`config.mk`:
```
export PLATFORM = sky130hd
export DESIGN_NAME = bcd_scan_driver_flat
export DESIGN_NICKNAME = d
export VERILOG_FILES = /design/src/rtl/bcd_scan_driver_if.sv /design/src/rtl/bcd_scan_driver.sv /design/src/flat_wrapper.sv
export SDC_FILE = /design/constraint.sdc
export NUM_CORES = 1
export LEC_CHECK = 0
export ABC_AREA = 1
export CAP_MARGIN = 20
export CORE_MARGIN = 2
export CORE_UTILIZATION = 55
export DETAILED_ROUTE_END_ITERATION = 16
export MAX_ROUTING_LAYER = met4
export PLACE_DENSITY = 0.75
export SYNTH_ARGS = -nofsm -noshare
export SYNTH_HDL_FRONTEND = slang
export SYNTH_SLANG_ARGS = --single-unit
export TNS_END_PERCENT = 100
```
`constraint.sdc`:
```
create_clock -name clk -period 1.5 [get_ports clk]
set_input_delay 0.15 -clock clk [delete_from_list [all_inputs] [get_ports clk]]
set_output_delay 0.15 -clock clk [all_outputs]
set_load 0.1 [all_outputs]
```
`src/rtl/bcd_scan_driver_if.sv`:
```
// Load handshake and scanned-digit bus between a value source, bcd_scan_driver
// and the downstream 7-segment decoder stage.
interface bcd_scan_driver_if #(
    parameter int BIN_W = 14
);
    logic [BIN_W-1:0] bin_in;
    logic             load;
    logic             busy;
    logic             done;
    logic [3:0]       digit_sel;
    logic [3:0]       digit_bcd;

    // Source side: offers values and watches the display outputs
    modport master (
        output bin_in,
        output load,
        input  busy,
        input  done,
        input  digit_sel,
        input  digit_bcd
    );

    // Driver side: converts captured values and scans the digits
    modport slave (
        input  bin_in,
        input  load,
        output busy,
        output done,
        output digit_sel,
        output digit_bcd
    );
endinterface

```
`src/rtl/bcd_scan_driver.sv`:
```
// Binary to 4-digit BCD converter (sequential double-dabble) with a multiplexed digit scan.
// Optional macro LEADING_ZERO_BLANK_EN drives 4'hF on leading zero digits (units never blanked).
module bcd_scan_driver #(
    parameter int REFRESH_DIV = 100000,
    parameter int BIN_W       = 14
) (
    input  logic               clk,
    input  logic               rst,
    bcd_scan_driver_if.slave   bus
);

    localparam int CNT_W  = $clog2(REFRESH_DIV);
    localparam int SHC_W  = $clog2(BIN_W + 1);
    localparam int SH_W   = 16 + BIN_W;
    localparam int CMP_W  = (BIN_W > 14) ? BIN_W : 14;

    typedef enum logic [1:0] {
        ST_IDLE   = 2'd0,
        ST_SHIFT  = 2'd1,
        ST_COMMIT = 2'd2
    } state_t;

    state_t             state_r;
    logic [SH_W-1:0]    shreg_r;
    logic [SHC_W-1:0]   shift_cnt_r;
    logic               busy_r;
    logic               done_r;
    logic [15:0]        disp_r;
    logic [CNT_W-1:0]   refresh_cnt_r;
    logic [1:0]         idx_r;
    logic [3:0]         sel_r;

    logic [CMP_W-1:0]   bin_wide_s;
    logic [BIN_W-1:0]   load_val_s;
    logic [SH_W-1:0]    shreg_next_s;
    logic [3:0]         nibble_s;
    logic [3:0]         digit_bcd_s;

    // Add 3 to every BCD nibble that is 5 or more, ahead of the doubling shift
    function automatic logic [15:0] add3_nibbles(input logic [15:0] bcd);
        logic [15:0] res;
        res = bcd;
        for (int k = 0; k < 4; k++) begin
            if (bcd[k*4 +: 4] >= 4'd5) begin
                res[k*4 +: 4] = bcd[k*4 +: 4] + 4'd3;
            end else begin
                res[k*4 +: 4] = bcd[k*4 +: 4];
            end
        end
        return res;
    endfunction

`ifdef LEADING_ZERO_BLANK_EN
    logic [2:0] blank_r;

    // Blank flags for thousands/hundreds/tens: a digit blanks only when every digit left of it is also zero
    function automatic logic [2:0] leading_zero_flags(input logic [15:0] bcd);
        logic b3;
        logic b2;
        logic b1;
        b3 = (bcd[15:12] == 4'd0);
        b2 = b3 && (bcd[11:8] == 4'd0);
        b1 = b2 && (bcd[7:4] == 4'd0);
        return {b3, b2, b1};
    endfunction
`endif

    // Saturate the captured value at 9999 so four digits always suffice
    always_comb begin
        bin_wide_s = CMP_W'(bus.bin_in);
        load_val_s = bus.bin_in;
        if (bin_wide_s > CMP_W'(32'd9999)) begin
            load_val_s = BIN_W'(32'd9999);
        end else begin
            load_val_s = bus.bin_in;
        end
    end

    // One double-dabble step: adjust the BCD field, then shift {bcd,bin} left by one
    always_comb begin
        shreg_next_s = {add3_nibbles(shreg_r[SH_W-1:BIN_W]), shreg_r[BIN_W-1:0]} << 1;
    end

    // Conversion FSM; the display register only ever takes a finished result
    always_ff @(posedge clk) begin
        if (rst) begin
            state_r     <= ST_IDLE;
            shreg_r     <= {SH_W{1'b0}};
            shift_cnt_r <= {SHC_W{1'b0}};
            busy_r      <= 1'b0;
            done_r      <= 1'b0;
            disp_r      <= 16'h0000;
`ifdef LEADING_ZERO_BLANK_EN
            blank_r     <= 3'b000;
`endif
        end else begin
            done_r <= 1'b0;
            case (state_r)
                ST_IDLE: begin
                    if (bus.load) begin
                        shreg_r     <= {16'h0000, load_val_s};
                        shift_cnt_r <= {SHC_W{1'b0}};
                        busy_r      <= 1'b1;
                        state_r     <= ST_SHIFT;
                    end else begin
                        busy_r      <= 1'b0;
                    end
                end
                ST_SHIFT: begin
                    shreg_r <= shreg_next_s;
                    if (shift_cnt_r == SHC_W'(BIN_W - 1)) begin
                        state_r <= ST_COMMIT;
                    end else begin
                        shift_cnt_r <= shift_cnt_r + SHC_W'(1);
                    end
                end
                ST_COMMIT: begin
                    disp_r  <= shreg_r[SH_W-1:BIN_W];
`ifdef LEADING_ZERO_BLANK_EN
                    blank_r <= leading_zero_flags(shreg_r[SH_W-1:BIN_W]);
`endif
                    done_r  <= 1'b1;
                    busy_r  <= 1'b0;
                    state_r <= ST_IDLE;
                end
                default: begin
                    busy_r  <= 1'b0;
                    state_r <= ST_IDLE;
                end
            endcase
        end
    end

    // Free-running refresh counter and one-hot digit rotation, independent of conversion
    always_ff @(posedge clk) begin
        if (rst) begin
            refresh_cnt_r <= {CNT_W{1'b0}};
            idx_r         <= 2'd0;
            sel_r         <= 4'b0001;
        end else if (refresh_cnt_r == CNT_W'(REFRESH_DIV - 1)) begin
            refresh_cnt_r <= {CNT_W{1'b0}};
            idx_r         <= idx_r + 2'd1;
            sel_r         <= {sel_r[2:0], sel_r[3]};
        end else begin
            refresh_cnt_r <= refresh_cnt_r + CNT_W'(1);
        end
    end

    // Nibble mux from registered index and display, so a commit and a digit advance land together
    always_comb begin
        nibble_s    = 4'd0;
        digit_bcd_s = 4'd0;
        case (idx_r)
            2'd0:    nibble_s = disp_r[3:0];
            2'd1:    nibble_s = disp_r[7:4];
            2'd2:    nibble_s = disp_r[11:8];
            2'd3:    nibble_s = disp_r[15:12];
            default: nibble_s = 4'd0;
        endcase
`ifdef LEADING_ZERO_BLANK_EN
        case (idx_r)
            2'd1:    digit_bcd_s = blank_r[0] ? 4'hF : nibble_s;
            2'd2:    digit_bcd_s = blank_r[1] ? 4'hF : nibble_s;
            2'd3:    digit_bcd_s = blank_r[2] ? 4'hF : nibble_s;
            default: digit_bcd_s = nibble_s;
        endcase
`else
        digit_bcd_s = nibble_s;
`endif
    end

    assign bus.busy      = busy_r;
    assign bus.done      = done_r;
    assign bus.digit_sel = sel_r;
    assign bus.digit_bcd = digit_bcd_s;

endmodule

```
`src/flat_wrapper.sv`:
```
// flat-port wrapper written by rule: the top's interface ports become plain ports
module bcd_scan_driver_flat 
#(
    parameter int REFRESH_DIV = 100000,
    parameter int BIN_W       = 14
)
  (clk, rst, bus_bin_in, bus_load, bus_busy, bus_done, bus_digit_sel, bus_digit_bcd);
  bcd_scan_driver_if #(.BIN_W(BIN_W)) bus_i ();
  input  logic clk;
  input  logic rst;
  input wire logic [$bits(bus_i.bin_in)-1:0] bus_bin_in;
  input wire logic [$bits(bus_i.load)-1:0] bus_load;
  output wire logic [$bits(bus_i.busy)-1:0] bus_busy;
  output wire logic [$bits(bus_i.done)-1:0] bus_done;
  output wire logic [$bits(bus_i.digit_sel)-1:0] bus_digit_sel;
  output wire logic [$bits(bus_i.digit_bcd)-1:0] bus_digit_bcd;
  assign bus_i.bin_in = bus_bin_in;
  assign bus_i.load = bus_load;
  assign bus_busy = bus_i.busy;
  assign bus_done = bus_i.done;
  assign bus_digit_sel = bus_i.digit_sel;
  assign bus_digit_bcd = bus_i.digit_bcd;
  bcd_scan_driver #(.REFRESH_DIV(REFRESH_DIV), .BIN_W(BIN_W)) u_core (.clk(clk), .rst(rst), .bus(bus_i));
endmodule
```
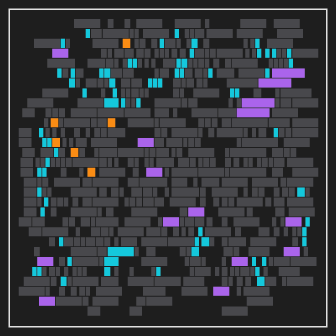
Figure 1: selected gate families.
| family | colour | cells |
|---|---|---|
| fa/ha/maj cells | purple | 15 |
| and/or cells | orange | 6 |
| nor cells | cyan | 68 |
most common logic cell in the routed design: sky130_fd_sc_hd__nand2_1
fin cells: 608
combinational fraction of the cell area: 0.4470

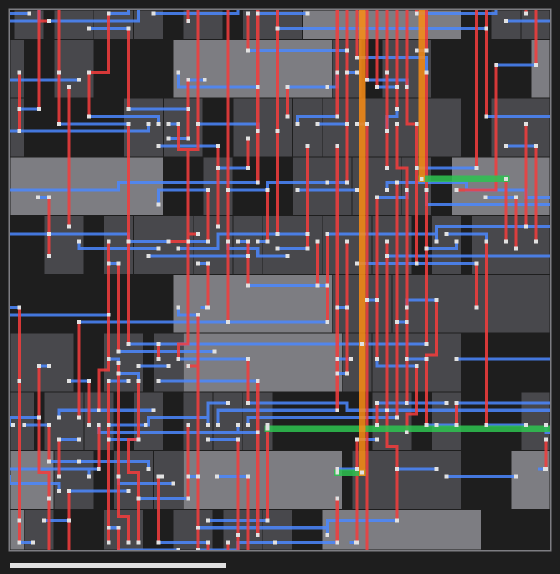
Figure 2: close-up of the layout.
Scale bar: 10 µm. Region (9, 9) to (34, 34) µm. Cells in grey, sequential cells in the stronger grey; small squares are vias.
| layer | colour |
|---|---|
| M2 | red |
| M4 | orange |
| M3 | green |
| M1 | blue |
netlist names of flops here include: u_core.shreg_r (4)
most frequent: nand2_1 (11), dfxtp_1 (7), inv_1 (6)
cells with their middle in the window: 55
sequential cells in the window: 7

==> impl_metrics.py <==
# Flow results
metrics = {
    "global_route": {
        "wire_length_of_the_first_global_routing_pass_mm": 13.05,
        "largest_net_degree_at_the_start_of_global_routing": 33,
        "grt-ovfl-total": 0,
    },
    "route": {
        "drc": 0,
        "routed_via_density": 5.314,
        "route.detailed.wl_per_inst_um": 12.21,
        "dr_total_vias": 3231,
    },
    "worst_setup_path": {
        "crit-reg2reg-capture": "u_core.idx_r[0]$_SDFFE_PP0N_",
        "worstPathCellList": "inv_6 -> ha_4 -> buf_12 -> a32oi_4 -> buf_12",
        "timing.critical_path.arrival_ns": 1.54,
        "cp_data_required_time_ns": 1.35,
        "max_stage_delay_ns": 0.41,
        "cp-endpoint": "bus_digit_bcd[3]",
        "critical_path.most_common_cell": "sky130_fd_sc_hd__buf_12",
        "worst-path-max-fanout": 5,
        "reg2reg_from": "u_core.refresh_cnt_r[0]$_SDFF_PP0_",
    },
    "sta": {
        "final-setup-viol-count": 4,
        "setup_slack_ns": -0.1924,
        "final_period_minus_worst_setup_slack_ns": 1.692,
        "timing_hold_violations_final": 0,
        "maxSlewViolCount": 0,
        "tightestPinTransition_ns": 0.3974,
        "max_clock_freq_ghz": 0.5909,
    },
    "synthesis": {
        "fp_nets": 518,
        "count_of_library_flops_with_an_enable_pin": 0,
        "top_cells_by_count": "sky130_fd_sc_hd__nand2_1, sky130_fd_sc_hd__dfxtp_1, sky130_fd_sc_hd__nor2_1, sky130_fd_sc_hd__inv_1, sky130_fd_sc_hd__a21oi_1",
        "postSynth.topFlopCell": "sky130_fd_sc_hd__dfxtp_1",
        "yosysTopAreaCellShare": 0.4100,
        "asyncSetResetFlopFracSynth": 0,
        "mappedNetlistArea_um2": 3760,
    },
    "run_status": {
        "failed_checks": "negative setup slack",
        "status": "finished with violations",
    },
    "die": {
        "floorplan.rows": 30,
        "core_um2": 6719,
        "fp.dieH_um": 86.68,
        "initial_core_util": 0.5596,
    },
    "place": {
        "gpl.final_weighted_congestion": 0.9041,
        "dpl_cell_area_um2": 4318,
        "place.port_buffers": 26,
        "dp.cells": 590,
    },
    "cts": {
        "cts_tree": "yes",
        "cts_hold_repair.buffers": 0,
        "cts_inserted_buffers": 9,
        "cell_at_the_root_of_the_clock_tree": "sky130_fd_sc_hd__clkbuf_8",
    },
    "min_path": {
        "hold_start": "bus_bin_in[5]",
        "hold_endpoint": "u_core.shreg_r[5]$_SDFFE_PP0P_",
    },
    "job": {
        "openroad_warning_count": 37,
        "drv.max_cap_violation_count": 0,
    },
    "final_layout": {
        "fraction_of_layout_cells_with_a_size_suffix_above_1": 0.1913,
    },
}
==> cells by family (layout without fill, tap and decap cells) <==
group                    after synthesis  in the layout  share of synthesized area
AND-OR/OR-AND                        109            109                     0.1787
buffers and inverters                 70            112                    0.09051
adder cells (fa/ha/maj)               15             15                    0.04992
AND/OR/NAND/NOR                      206            206                     0.2499
XOR/XNOR                               9              9                    0.02097
flip-flops                            77             77                     0.4100
==> final cells by class <==
| class | count | share of cell area |
|---|---|---|
| clock buffer | 9 | 0.02685 |
| clock inverter | 7 | 0.009222 |
| inverter | 56 | 0.05235 |
| multi-input combinational | 339 | 0.4470 |
| sequential | 77 | 0.3366 |
| tap | 80 | 0.02170 |
| timing repair buffer | 40 | 0.1063 |
==> what timing repair did <==
action	in CTS	in global routing
cloned	0	0
gates resized	13	16
setup buffers	1	1
pin swaps	6	3
endpoints found under the hold margin	0	0
setup endpoints to repair	4	34
==> worst max-delay path: cells and delay by family (launching register included) <==
| kind | cells | cell delay (ns) |
|---|---|---|
| fa+ha+maj | 1 | 0.19 |
| buf+inv | 3 | 0.40 |
| flops | 1 | 0.41 |
| compound gates | 1 | 0.19 |
==> power breakdown <==
group	internal [mW]	total (mW)	switching, mW
combinational	0.144	0.356	0.212
sequential	2.09	2.12	0.0298
clock	0.587	1.36	0.775
==> routing by layer <==
layer / up-vias / share of wire / track usage
li1: 1676 / - / -
met1: 1476 / 0.46 / 0.2768
met2: 65 / 0.48 / 0.3552
met3: 14 / 0.041 / 0.03429
met4: 0 / 0.020 / 0.09233
met5: - / 0 / -
==> cell usage in the layout, fill, tap and decap left out, types with 4 or more instances in the layout <==
| cell type | count |
|---|---|
| sky130_fd_sc_hd__o21ai_0 | 34 |
| sky130_fd_sc_hd__a21oi_2 | 4 |
| sky130_fd_sc_hd__o22ai_2 | 5 |
| sky130_fd_sc_hd__nor2_2 | 4 |
| sky130_fd_sc_hd__clkbuf_8 | 9 |
| sky130_fd_sc_hd__clkinv_2 | 4 |
| sky130_fd_sc_hd__o21ai_2 | 4 |
| sky130_fd_sc_hd__a21oi_1 | 42 |
| sky130_fd_sc_hd__nand2_1 | 93 |
| sky130_fd_sc_hd__inv_1 | 48 |
| sky130_fd_sc_hd__ha_1 | 11 |
| sky130_fd_sc_hd__nor2_1 | 54 |
| sky130_fd_sc_hd__dfxtp_1 | 72 |
| sky130_fd_sc_hd__nand3_1 | 18 |
| sky130_fd_sc_hd__nand4_1 | 9 |
| sky130_fd_sc_hd__a32oi_4 | 4 |
| sky130_fd_sc_hd__clkdlybuf4s50_1 | 16 |
| sky130_fd_sc_hd__ha_4 | 4 |
| sky130_fd_sc_hd__xor2_1 | 8 |
| sky130_fd_sc_hd__or2_2 | 6 |
| sky130_fd_sc_hd__nor3_1 | 7 |
| sky130_fd_sc_hd__o211ai_1 | 4 |
| sky130_fd_sc_hd__buf_4 | 12 |
| sky130_fd_sc_hd__buf_12 | 12 |
==> registers in the layout, summed over array words and instances, names as in the netlist <==
name / cells
u_core.idx_r: 2
u_core.bus.digit_sel: 4
u_core.disp_r: 16
u_core.refresh_cnt_r: 17
u_core.shift_cnt_r: 4
u_core.bus.done: 1
u_core.shreg_r: 30
u_core.bus.busy: 1
u_core.state_r: 2
Power and IR drop assume default switching activity.
